`config.mk`:
```
export PLATFORM = sky130hd
export DESIGN_NAME = multicycle_control
export DESIGN_NICKNAME = d
export VERILOG_FILES = /design/src/rtl/multicycle_control.sv
export SDC_FILE = /design/constraint.sdc
export NUM_CORES = 1
export LEC_CHECK = 0
export ABC_CLOCK_PERIOD_IN_PS = 3850
export CAP_MARGIN = 30
export CORE_MARGIN = 2
export CORE_UTILIZATION = 43
export CTS_CLUSTER_DIAMETER = 120
export DETAILED_ROUTE_END_ITERATION = 10
export GPL_TIMING_DRIVEN = 0
export MAX_ROUTING_LAYER = met4
export PLACE_DENSITY_LB_ADDON = 0.1
export SYNTH_ARGS = -nofsm -noshare
export SYNTH_HDL_FRONTEND = slang
export SYNTH_SLANG_ARGS = --single-unit
```
`constraint.sdc`:
```
create_clock -name clk -period 3.85 [get_ports clk]
set_input_delay 0.77 -clock clk [delete_from_list [all_inputs] [get_ports clk]]
set_output_delay 0.77 -clock clk [all_outputs]
set_load 0.02 [all_outputs]
```
`src/rtl/multicycle_control.sv`:
```
// Multicycle RISC-V control FSM: sequences lw/sw/R/addi/beq,
// halts on unsupported encodings and counts retired instructions.
module multicycle_control #(
  parameter int RETIRE_W = 32
) (
  input  logic                clk,
  input  logic                reset,
  input  logic [31:0]         inst,
  input  logic                zero,
  output logic                PCWrite,
  output logic                IorD,
  output logic                MemRead,
  output logic                MemWrite,
  output logic                IRWrite,
  output logic                MemtoReg,
  output logic                PCSource,
  output logic                ALUSrcA,
  output logic [1:0]          ALUSrcB,
  output logic                RegWrite,
  output logic [3:0]          ALUControl,
  output logic [3:0]          state,
  output logic                halted,
  output logic [RETIRE_W-1:0] instr_retired
);

  typedef enum logic [3:0] {
    S_FETCH     = 4'd0,
    S_DECODE    = 4'd1,
    S_MEMADR    = 4'd2,
    S_MEMREAD   = 4'd3,
    S_MEMWB     = 4'd4,
    S_MEMWRITE  = 4'd5,
    S_EXEC_R    = 4'd6,
    S_EXEC_I    = 4'd7,
    S_ALUWB     = 4'd8,
    S_BRANCH    = 4'd9,
    S_BRANCH_NT = 4'd10,
    S_HALT      = 4'd11
  } state_e;

  localparam logic [3:0] ALU_AND = 4'b0000;
  localparam logic [3:0] ALU_OR  = 4'b0001;
  localparam logic [3:0] ALU_ADD = 4'b0010;
  localparam logic [3:0] ALU_SUB = 4'b0110;

  state_e                state_q, state_d;
  logic [RETIRE_W-1:0]   ret_q;
  logic                  retire;

  logic [6:0] opc;
  logic [2:0] f3;
  logic       f7;
  logic       is_lw, is_sw, is_r, is_addi, is_beq;
  logic       r_ok;
  logic [3:0] r_ctl;

  assign opc = inst[6:0];
  assign f3  = inst[14:12];
  assign f7  = inst[30];

  assign is_lw   = (opc == 7'b0000011) && (f3 == 3'b010);
  assign is_sw   = (opc == 7'b0100011) && (f3 == 3'b010);
  assign is_r    = (opc == 7'b0110011);
  assign is_addi = (opc == 7'b0010011) && (f3 == 3'b000);
  assign is_beq  = (opc == 7'b1100011) && (f3 == 3'b000);

  always_comb begin
    r_ok  = 1'b1;
    r_ctl = ALU_ADD;
    unique case (1'b1)
      (f3 == 3'b000) && !f7: r_ctl = ALU_ADD;
      (f3 == 3'b000) &&  f7: r_ctl = ALU_SUB;
      (f3 == 3'b111):        r_ctl = ALU_AND;
      (f3 == 3'b110):        r_ctl = ALU_OR;
      default:               r_ok  = 1'b0;
    endcase
  end

  always_comb begin
    state_d = S_HALT;
    retire  = 1'b0;
    case (state_q)
      S_FETCH:  state_d = S_DECODE;
      S_DECODE: begin
        unique case (1'b1)
          is_lw || is_sw: state_d = S_MEMADR;
          is_r:           state_d = S_EXEC_R;
          is_addi:        state_d = S_EXEC_I;
          is_beq:         state_d = S_BRANCH;
          default:        state_d = S_HALT;
        endcase
      end
      S_MEMADR:  state_d = is_sw ? S_MEMWRITE : S_MEMREAD;
      S_MEMREAD: state_d = S_MEMWB;
      S_MEMWB, S_MEMWRITE, S_ALUWB, S_BRANCH_NT: begin
        state_d = S_FETCH;
        retire  = 1'b1;
      end
      S_EXEC_R: state_d = r_ok ? S_ALUWB : S_HALT;
      S_EXEC_I: state_d = S_ALUWB;
      S_BRANCH: begin
        state_d = zero ? S_FETCH : S_BRANCH_NT;
        retire  = zero;
      end
      S_HALT:  state_d = S_HALT;
      default: state_d = S_HALT;
    endcase
  end

  always_ff @(posedge clk or negedge reset) begin
    if (!reset) begin
      state_q <= S_FETCH;
      ret_q   <= '0;
    end else begin
      state_q <= state_d;
      if (retire) ret_q <= ret_q + RETIRE_W'(1);
    end
  end

  logic pc_we, mem_re, mem_we, ir_we, rf_we;

  always_comb begin
    pc_we      = 1'b0;
    mem_re     = 1'b0;
    mem_we     = 1'b0;
    ir_we      = 1'b0;
    rf_we      = 1'b0;
    IorD       = 1'b0;
    MemtoReg   = 1'b0;
    PCSource   = 1'b0;
    ALUSrcA    = 1'b0;
    ALUSrcB    = 2'b00;
    ALUControl = ALU_ADD;
    case (state_q)
      S_FETCH: begin
        mem_re = 1'b1;
        ir_we  = 1'b1;
      end
      S_DECODE: ALUSrcB = 2'b10;
      S_MEMADR, S_EXEC_I: begin
        ALUSrcA = 1'b1;
        ALUSrcB = 2'b10;
      end
      S_MEMREAD: begin
        IorD   = 1'b1;
        mem_re = 1'b1;
      end
      S_MEMWB: begin
        rf_we    = 1'b1;
        MemtoReg = 1'b1;
        pc_we    = 1'b1;
        ALUSrcB  = 2'b01;
      end
      S_MEMWRITE: begin
        IorD    = 1'b1;
        mem_we  = 1'b1;
        pc_we   = 1'b1;
        ALUSrcB = 2'b01;
      end
      S_EXEC_R: begin
        ALUSrcA    = 1'b1;
        ALUControl = r_ctl;
      end
      S_ALUWB: begin
        rf_we   = 1'b1;
        pc_we   = 1'b1;
        ALUSrcB = 2'b01;
      end
      // Taken branch loads the target computed in DECODE
      S_BRANCH: begin
        ALUSrcA    = 1'b1;
        ALUControl = ALU_SUB;
        pc_we      = zero;
        PCSource   = 1'b1;
      end
      S_BRANCH_NT: begin
        pc_we   = 1'b1;
        ALUSrcB = 2'b01;
      end
      default: ;
    endcase
  end

  assign PCWrite       = pc_we  & reset;
  assign MemRead       = mem_re & reset;
  assign MemWrite      = mem_we & reset;
  assign IRWrite       = ir_we  & reset;
  assign RegWrite      = rf_we  & reset;
  assign state         = state_q;
  assign halted        = (state_q == S_HALT);
  assign instr_retired = ret_q;

endmodule
```
==> images/met1.png <==
Bar = 20 um. Supply wires on this layer in grey.
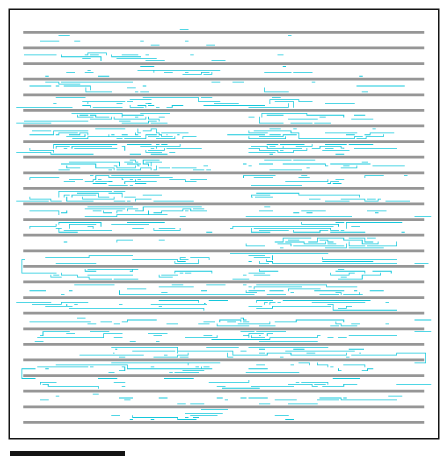
main direction: horizontal
wire length on this layer: 2290 um
longest straight run: 23.5 um
share of all routed wire: 47%
nets with wire on the layer: 247

==> images/met2.png <==
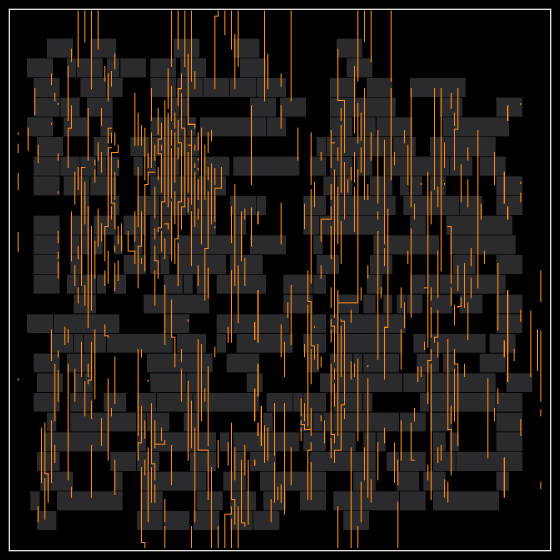
share of all routed wire: 46%
longest straight run: 25.2 um
nets with wire on the layer: 259
wire length on this layer: 2280 um
main direction: vertical

==> impl_metrics.ini <==
; flow metrics
[status]
outcome = finished, final reports clean

[sta]
drv_slew = 0
fin_crit_sh_pct = 84.9
min_period_ns = 3.27
fmax_ghz = 0.306
rsz0062_at_grt = no
setup_viol = 0
hold_viol = 0
holdWs_ns = 0.463

[place]
place.gp.congestion = 0.854
placed_cells = 342
portBuffers = 64
post-place-ws_ns = 0.579
dp_hpwl_mm = 3.49

[global_routing]
grt_antenna_before_repair = 0
grt_max_degree = 41
track_usage_pct = 19.3
grt_pass1_vias = 1768

[final_layout]
final-comb-area_um2 = 1140
nets = 318
final_cell_count_no_fill = 350
lay_top_count = clkdlybuf4s50_1
seqCellArea_um2 = 901
lay_top_cells = clkdlybuf4s50_1 (63), dfrtp_1 (36), xor2_1 (24)
n_fill_cell = 449

[power_and_ir_drop]
irDropWorstVdd_uv = 369
total_power_mw = 1.59

[worst_setup_path]
crit_fanout = 5
start_kind = input pin
cp_slowest_cell = clkdlybuf4s50_1
critPathMaxStageDelay_ns = 0.59
startpoint = inst[12]
reg2reg_depth = 5
r2r-start = state[3]
critPathBufInv = 2
worstSetupPathType = input pin to primary output
reg2reg_to = instr_retired[1]
crit_path_end_kind = primary output
critPathMostFrequentCell = clkdlybuf4s50_1

[cts]
cts_setup_buffers = 0
cts_max_path_buffers = 2
cts-resized-gates = 0
cts.sinks = 36
htree_levels = 2
clk_pin_slew_ns = 0.07

[synthesis]
syn-cell-area_um2 = 2140
async_reset_ff_share_pct = 100
synthCells = 211
ys_seq_share_pct = 42.0
edf_count = 0
synthFlopType = dfrtp_1
synth.logic.top_family = simple AND/OR/NAND/NOR gates
synth.distinct_cells = 49
ys.flops = 36
synthMuxAreaShare_pct = 0.525
yosysWarnings = 0

[flow_run]
max-cap-violations = 0
tool_warnings = 47

[die]
die_h_um = 74.6
rows = 25
initial_core_util_pct = 45.1

[detailed_routing]
via_count = 1853
wl_per_cell_um = 14.0
detail-route-antenna-nets = 0
drt-total-wl_mm = 4.92

[worst_hold_path]
hold_depth = 1
hold_path_class = flop to flop
==> images/met3.png <==
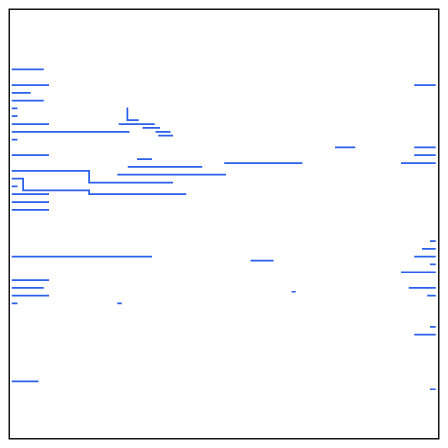
main direction: horizontal
longest straight run: 24.1 um
share of all routed wire: 6.0%
wire length on this layer: 294 um
nets with wire on the layer: 44

==> registers in the layout (all words and copies together) (netlist names) <==
name           count
instr_retired     32
state              4
==> worst reg2reg max path, delay by kind of cell, from the launching register on <==
kind,cells,cell delay (ns)
buffers and inverters,1,0.17
muxes,1,0.36
and+or+nand+nor,3,0.73
DFF,1,0.38
==> routing by layer <==
metal | GRT usage [%] | up-vias | routed length [um]
li1 | - | 893 | -
met1 | 24.6 | 896 | 2290
met2 | 30.0 | 58 | 2280
met3 | 5.09 | 6 | 294
met4 | 6.35 | 0 | 51
met5 | - | - | 0
==> final cells by class <==
cell class	count	share of cell area, %
repair buffers	64	21.5
flip-flops and latches	36	30.5
clock inverters	1	0.254
plain buffers	11	2.58
inverters	8	1.02
multi-input cells	156	38.5
clock buffers	7	2.92
well taps	67	2.83
==> cell usage after synthesis, types with 3 or more instances <==
cell | count | share of area, %
nand2_1 | 22 | 3.9
a21oi_1 | 3 | 0.70
buf_4 | 3 | 1.1
clkbuf_1 | 3 | 0.53
nor2_1 | 14 | 2.5
nor3_1 | 11 | 2.6
and4_1 | 6 | 2.5
dfrtp_1 | 36 | 42
and3_1 | 3 | 0.88
nor4_1 | 10 | 2.9
xnor2_1 | 9 | 3.7
buf_6 | 3 | 1.6
xor2_1 | 24 | 9.8
inv_1 | 8 | 1.4
nand3_1 | 10 | 2.3
nor3_2 | 5 | 2.3
==> report_power, final <==
| part | switching [mW] | internal, mW |
|---|---|---|
| logic | 0.440 | 0.372 |
| registers | 0.0660 | 0.430 |
| clock network | 0.137 | 0.145 |
| total | 0.643 | 0.947 |
